===== src/rtl/issue_queue.sv =====
// Out-of-order issue queue: compacting storage, oldest-first select,
// writeback wakeup with same-cycle bypass for entries being enqueued.

// Per-source wakeup: source becomes ready on any matching writeback tag.
module issue_queue_wake #(
   parameter int WB_WIDTH = 2,
   parameter int PREG_W   = 6
) (
   input  logic [PREG_W-1:0]          i_tag,
   input  logic                       i_rdy,
   input  logic [WB_WIDTH-1:0]        i_wb_valid,
   input  logic [WB_WIDTH*PREG_W-1:0] i_wb_pdest,
   output logic                       o_rdy
);
   // OR of the stored ready bit with every valid, tag-matching writeback port
   always_comb begin
      o_rdy = i_rdy;
      for (int p = 0; p < WB_WIDTH; p++)
         if (i_wb_valid[p] && (i_wb_pdest[p*PREG_W +: PREG_W] == i_tag)) o_rdy = 1'b1;
   end
endmodule

module issue_queue #(
   parameter int DEPTH          = 8,
   parameter int DISPATCH_WIDTH = 2,
   parameter int WB_WIDTH       = 2,
   parameter int PREG_W         = 6,
   parameter int PAYLOAD_W      = 32
) (
   input  logic                                clk,
   input  logic                                rst,
   input  logic                                flush_i,
   input  logic [DISPATCH_WIDTH-1:0]           enq_valid_i,
   input  logic [DISPATCH_WIDTH*PREG_W-1:0]    enq_src0_i,
   input  logic [DISPATCH_WIDTH*PREG_W-1:0]    enq_src1_i,
   input  logic [DISPATCH_WIDTH-1:0]           enq_rdy0_i,
   input  logic [DISPATCH_WIDTH-1:0]           enq_rdy1_i,
   input  logic [DISPATCH_WIDTH*PREG_W-1:0]    enq_pdest_i,
   input  logic [DISPATCH_WIDTH*PAYLOAD_W-1:0] enq_payload_i,
   output logic                                enq_ready_o,
   output logic                                iss_valid_o,
   output logic [PREG_W-1:0]                   iss_pdest_o,
   output logic [PAYLOAD_W-1:0]                iss_payload_o,
   input  logic                                iss_ready_i,
   input  logic [WB_WIDTH-1:0]                 wb_valid_i,
   input  logic [WB_WIDTH*PREG_W-1:0]          wb_pdest_i,
   output logic [$clog2(DEPTH+1)-1:0]          count_o
);
   localparam int CW = $clog2(DEPTH+1);
   localparam int SW = (DEPTH > 1) ? $clog2(DEPTH) : 1;
   localparam int DW = DISPATCH_WIDTH;

   // Slot i holds a valid entry iff i < r_count; slot 0 is the oldest.
   logic [CW-1:0]                       r_count;
   logic [DEPTH-1:0][PREG_W-1:0]        r_src0, r_src1, r_pdest;
   logic [DEPTH-1:0]                    r_rdy0, r_rdy1;
   logic [DEPTH-1:0][PAYLOAD_W-1:0]     r_pay;

   logic [DEPTH-1:0]                    w_wk0, w_wk1;
   logic [DW-1:0]                       w_lrdy0, w_lrdy1;
   logic                                w_found, w_fire;
   logic [SW-1:0]                       w_sel;
   logic [CW-1:0]                       w_rem, w_pos;
   logic [DEPTH-1:0][PREG_W-1:0]        w_src0_up, w_src1_up, w_pdest_up;
   logic [DEPTH-1:0][PAYLOAD_W-1:0]     w_pay_up;
   logic [DEPTH-1:0]                    w_rdy0_up, w_rdy1_up;
   logic [DEPTH-1:0][PREG_W-1:0]        w_nsrc0, w_nsrc1, w_npdest;
   logic [DEPTH-1:0][PAYLOAD_W-1:0]     w_npay;
   logic [DEPTH-1:0]                    w_nrdy0, w_nrdy1;

   // Wakeup of stored entries and bypass wakeup of incoming lanes
   for (genvar g = 0; g < DEPTH; g++) begin : g_slot
      issue_queue_wake #(.WB_WIDTH(WB_WIDTH), .PREG_W(PREG_W)) u_wk0 (
         .i_tag(r_src0[g]), .i_rdy(r_rdy0[g]), .i_wb_valid(wb_valid_i),
         .i_wb_pdest(wb_pdest_i), .o_rdy(w_wk0[g]));
      issue_queue_wake #(.WB_WIDTH(WB_WIDTH), .PREG_W(PREG_W)) u_wk1 (
         .i_tag(r_src1[g]), .i_rdy(r_rdy1[g]), .i_wb_valid(wb_valid_i),
         .i_wb_pdest(wb_pdest_i), .o_rdy(w_wk1[g]));
   end
   for (genvar g = 0; g < DW; g++) begin : g_lane
      issue_queue_wake #(.WB_WIDTH(WB_WIDTH), .PREG_W(PREG_W)) u_wk0 (
         .i_tag(enq_src0_i[g*PREG_W +: PREG_W]), .i_rdy(enq_rdy0_i[g]),
         .i_wb_valid(wb_valid_i), .i_wb_pdest(wb_pdest_i), .o_rdy(w_lrdy0[g]));
      issue_queue_wake #(.WB_WIDTH(WB_WIDTH), .PREG_W(PREG_W)) u_wk1 (
         .i_tag(enq_src1_i[g*PREG_W +: PREG_W]), .i_rdy(enq_rdy1_i[g]),
         .i_wb_valid(wb_valid_i), .i_wb_pdest(wb_pdest_i), .o_rdy(w_lrdy1[g]));
   end

   assign enq_ready_o = (CW'(DEPTH) - r_count) >= CW'(DW);
   assign count_o     = r_count;

   // Oldest-ready select: scan downward so the lowest ready slot wins
   always_comb begin
      w_found = 1'b0;
      w_sel   = '0;
      for (int i = DEPTH-1; i >= 0; i--)
         if ((i < int'(r_count)) && r_rdy0[i] && r_rdy1[i]) begin
            w_found = 1'b1;
            w_sel   = SW'(i);
         end
   end

   assign iss_valid_o   = w_found;
   assign iss_pdest_o   = w_found ? r_pdest[w_sel] : '0;
   assign iss_payload_o = w_found ? r_pay[w_sel]   : '0;
   assign w_fire        = w_found & iss_ready_i;

   // Next state: collapse the issued slot, then append fired lanes in lane order
   always_comb begin
      w_rem      = r_count - CW'(w_fire);
      w_src0_up  = r_src0  >> PREG_W;
      w_src1_up  = r_src1  >> PREG_W;
      w_pdest_up = r_pdest >> PREG_W;
      w_pay_up   = r_pay   >> PAYLOAD_W;
      w_rdy0_up  = w_wk0   >> 1;
      w_rdy1_up  = w_wk1   >> 1;
      w_nsrc0    = '0;
      w_nsrc1    = '0;
      w_npdest   = '0;
      w_npay     = '0;
      w_nrdy0    = '0;
      w_nrdy1    = '0;
      for (int j = 0; j < DEPTH; j++) begin
         if (j < int'(w_rem)) begin
            if (w_fire && (j >= int'(w_sel))) begin
               w_nsrc0[j]  = w_src0_up[j];
               w_nsrc1[j]  = w_src1_up[j];
               w_npdest[j] = w_pdest_up[j];
               w_npay[j]   = w_pay_up[j];
               w_nrdy0[j]  = w_rdy0_up[j];
               w_nrdy1[j]  = w_rdy1_up[j];
            end else begin
               w_nsrc0[j]  = r_src0[j];
               w_nsrc1[j]  = r_src1[j];
               w_npdest[j] = r_pdest[j];
               w_npay[j]   = r_pay[j];
               w_nrdy0[j]  = w_wk0[j];
               w_nrdy1[j]  = w_wk1[j];
            end
         end
      end
      w_pos = w_rem;
      for (int l = 0; l < DW; l++) begin
         if (enq_valid_i[l] && enq_ready_o) begin
            for (int j = 0; j < DEPTH; j++)
               if (j == int'(w_pos)) begin
                  w_nsrc0[j]  = enq_src0_i[l*PREG_W +: PREG_W];
                  w_nsrc1[j]  = enq_src1_i[l*PREG_W +: PREG_W];
                  w_npdest[j] = enq_pdest_i[l*PREG_W +: PREG_W];
                  w_npay[j]   = enq_payload_i[l*PAYLOAD_W +: PAYLOAD_W];
                  w_nrdy0[j]  = w_lrdy0[l];
                  w_nrdy1[j]  = w_lrdy1[l];
               end
            w_pos = w_pos + 1'b1;
         end
      end
   end

   // State update; reset and flush both empty the queue
   always_ff @(posedge clk) begin
      if (rst || flush_i) begin
         r_count <= '0;
         r_src0  <= '0;
         r_src1  <= '0;
         r_pdest <= '0;
         r_pay   <= '0;
         r_rdy0  <= '0;
         r_rdy1  <= '0;
      end else begin
         r_count <= w_pos;
         r_src0  <= w_nsrc0;
         r_src1  <= w_nsrc1;
         r_pdest <= w_npdest;
         r_pay   <= w_npay;
         r_rdy0  <= w_nrdy0;
         r_rdy1  <= w_nrdy1;
      end
   end
endmodule

===== config.mk =====
export PLATFORM = sky130hd
export DESIGN_NAME = issue_queue
export DESIGN_NICKNAME = d
export VERILOG_FILES = /design/src/rtl/issue_queue.sv
export SDC_FILE = /design/constraint.sdc
export NUM_CORES = 2
export LEC_CHECK = 0
export ABC_AREA = 1
export CAP_MARGIN = 30
export CORE_MARGIN = 10
export CORE_UTILIZATION = 38
export DETAILED_ROUTE_END_ITERATION = 8
export SLEW_MARGIN = 40
export SYNTH_ARGS = -nofsm -noshare
export SYNTH_HDL_FRONTEND = slang
export SYNTH_SLANG_ARGS = --single-unit

===== constraint.sdc =====
create_clock -name clk -period 4.9 [get_ports clk]
set_input_delay 0.49 -clock clk [delete_from_list [all_inputs] [get_ports clk]]
set_output_delay 0.49 -clock clk [all_outputs]
set_load 0.03 [all_outputs]

Fig. 1: PDN straps and rails
Bar = 100 um. Pins as bars on the die edge.
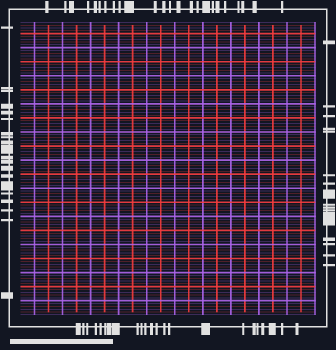
legend:
  VSS:
    colour: purple
  VDD:
    colour: red
met1 rails: 105
met5 straps: 20

Fig. 2: placement by cell class
Fill, decap, tap and diode cells in grey.
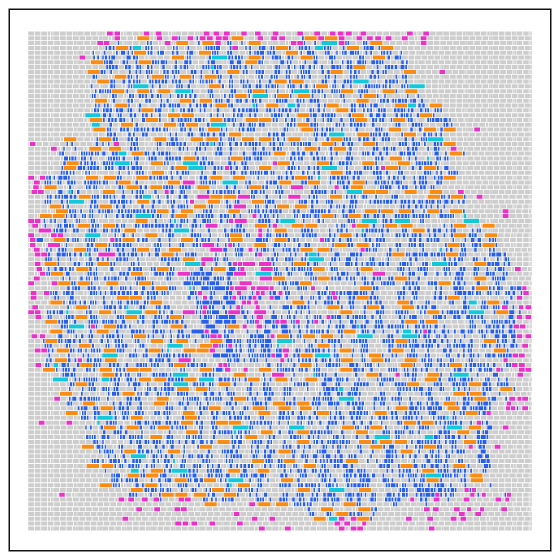
legend:
  remaining logic cells:
    colour: blue
    cells: 4583
    share_of_their_area: 62%
  registers:
    colour: orange
    cells: 420
    share_of_their_area: 25%
  clock drivers and dummy loads:
    colour: cyan
    cells: 97
    share_of_their_area: 5.0%
  remaining buffers and delay cells:
    colour: magenta
    cells: 286
    share_of_their_area: 8.7%
core area: 80700 sq um
row cnt: 104
Final Util: 43.7%
Seq/total area: 23.8%
fin area: 35300 sq um

==> run summary <==
min-delay worst type = in2reg
crit-path leading delay family = simple AND/OR/NAND/NOR gates
CTS Buf Count = 53
vias in the first global route = 34600
Final WS setup = 0.287 ns
ys async rst share = 0%
drt initial violations = 4801
routed vias/inst = 5.86
Crit Path Category = reg2out
Comb gate area = 18800 sq um
antenna cell count = 0
# setup viols final = 0
outcome = complete, no violations
final slew viol count = 0
Resize count post-CTS = 0
DRC = 0
CP Buf/Inv Count = 2
cell count after synthesis = 5428
H-tree depth = 2
Min-Delay Path Depth = 5
maximum net fanout on the critical path = 24
DIE WIDTH = 306 um
CTS tree = built
unrepaired setup endpoints after global routing = no
Pwr top = the clock network
most frequent logic cell in the layout = nand2_1
count leader, synth = nand2_1
Worst Hold Slack = 0.543 ns
f_max = 0.217 GHz
min-delay src = enq_payload_i[9]
Least-Margin Pin Slew = 0.897 ns
pre-CTS WS = 0.479 ns
via count = 37700
Routed WL per cell = 22.7 um
gp weighted congestion = 0.932
main flop type = dfxtp_1
tapcells inserted = 1060
global-route wire length before repair = 219 mm
CP Capture Type = primary output
# placed instances = 6349
Fig. 3: clock network drawn from the DEF
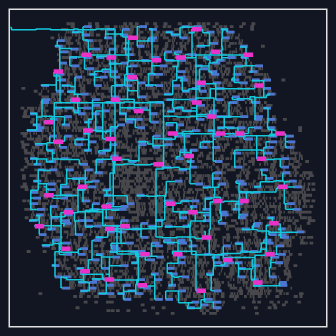
legend:
  flip-flops:
    colour: blue
    count: 420
  clock wires:
    colour: cyan
    length: 7080 um
  clock-net drivers:
    colour: magenta
    count: 53
flops lie: widely spread
routed clock nets: 54

[flip-flops by register name, summed over array words and instances (netlist names)]
| register | count |
|---|---|
| r_pay | 256 |
| r_pdest | 48 |
| r_src0 | 48 |
| r_src1 | 48 |
| r_rdy0 | 8 |
| r_rdy1 | 8 |
| count_o | 4 |
[logic make-up after synthesis]
kind of cell / count (synthesis) / synth area share (%)
and+or+nand+nor: 2729 / 36.2
DFF: 420 / 27.1
buffers and inverters: 980 / 12.8
AOI/OAI and AO/OA: 1238 / 21.9
xor gates and xnor gates: 48 / 1.38
adders and majority gates: 13 / 0.524
[per-stage QoR]
step / utilization, % / instance area (sq um)
2_1_floorplan: - / 31000
6_report: 43.7 / 35300
3_3_place_gp: 41.5 / 33500
3_5_place_dp: 41.6 / 33600
4_1_cts: 43.7 / 35300
5_1_grt: 43.7 / 35300
No activity file was given, so power comes from the tool's default toggle rates.
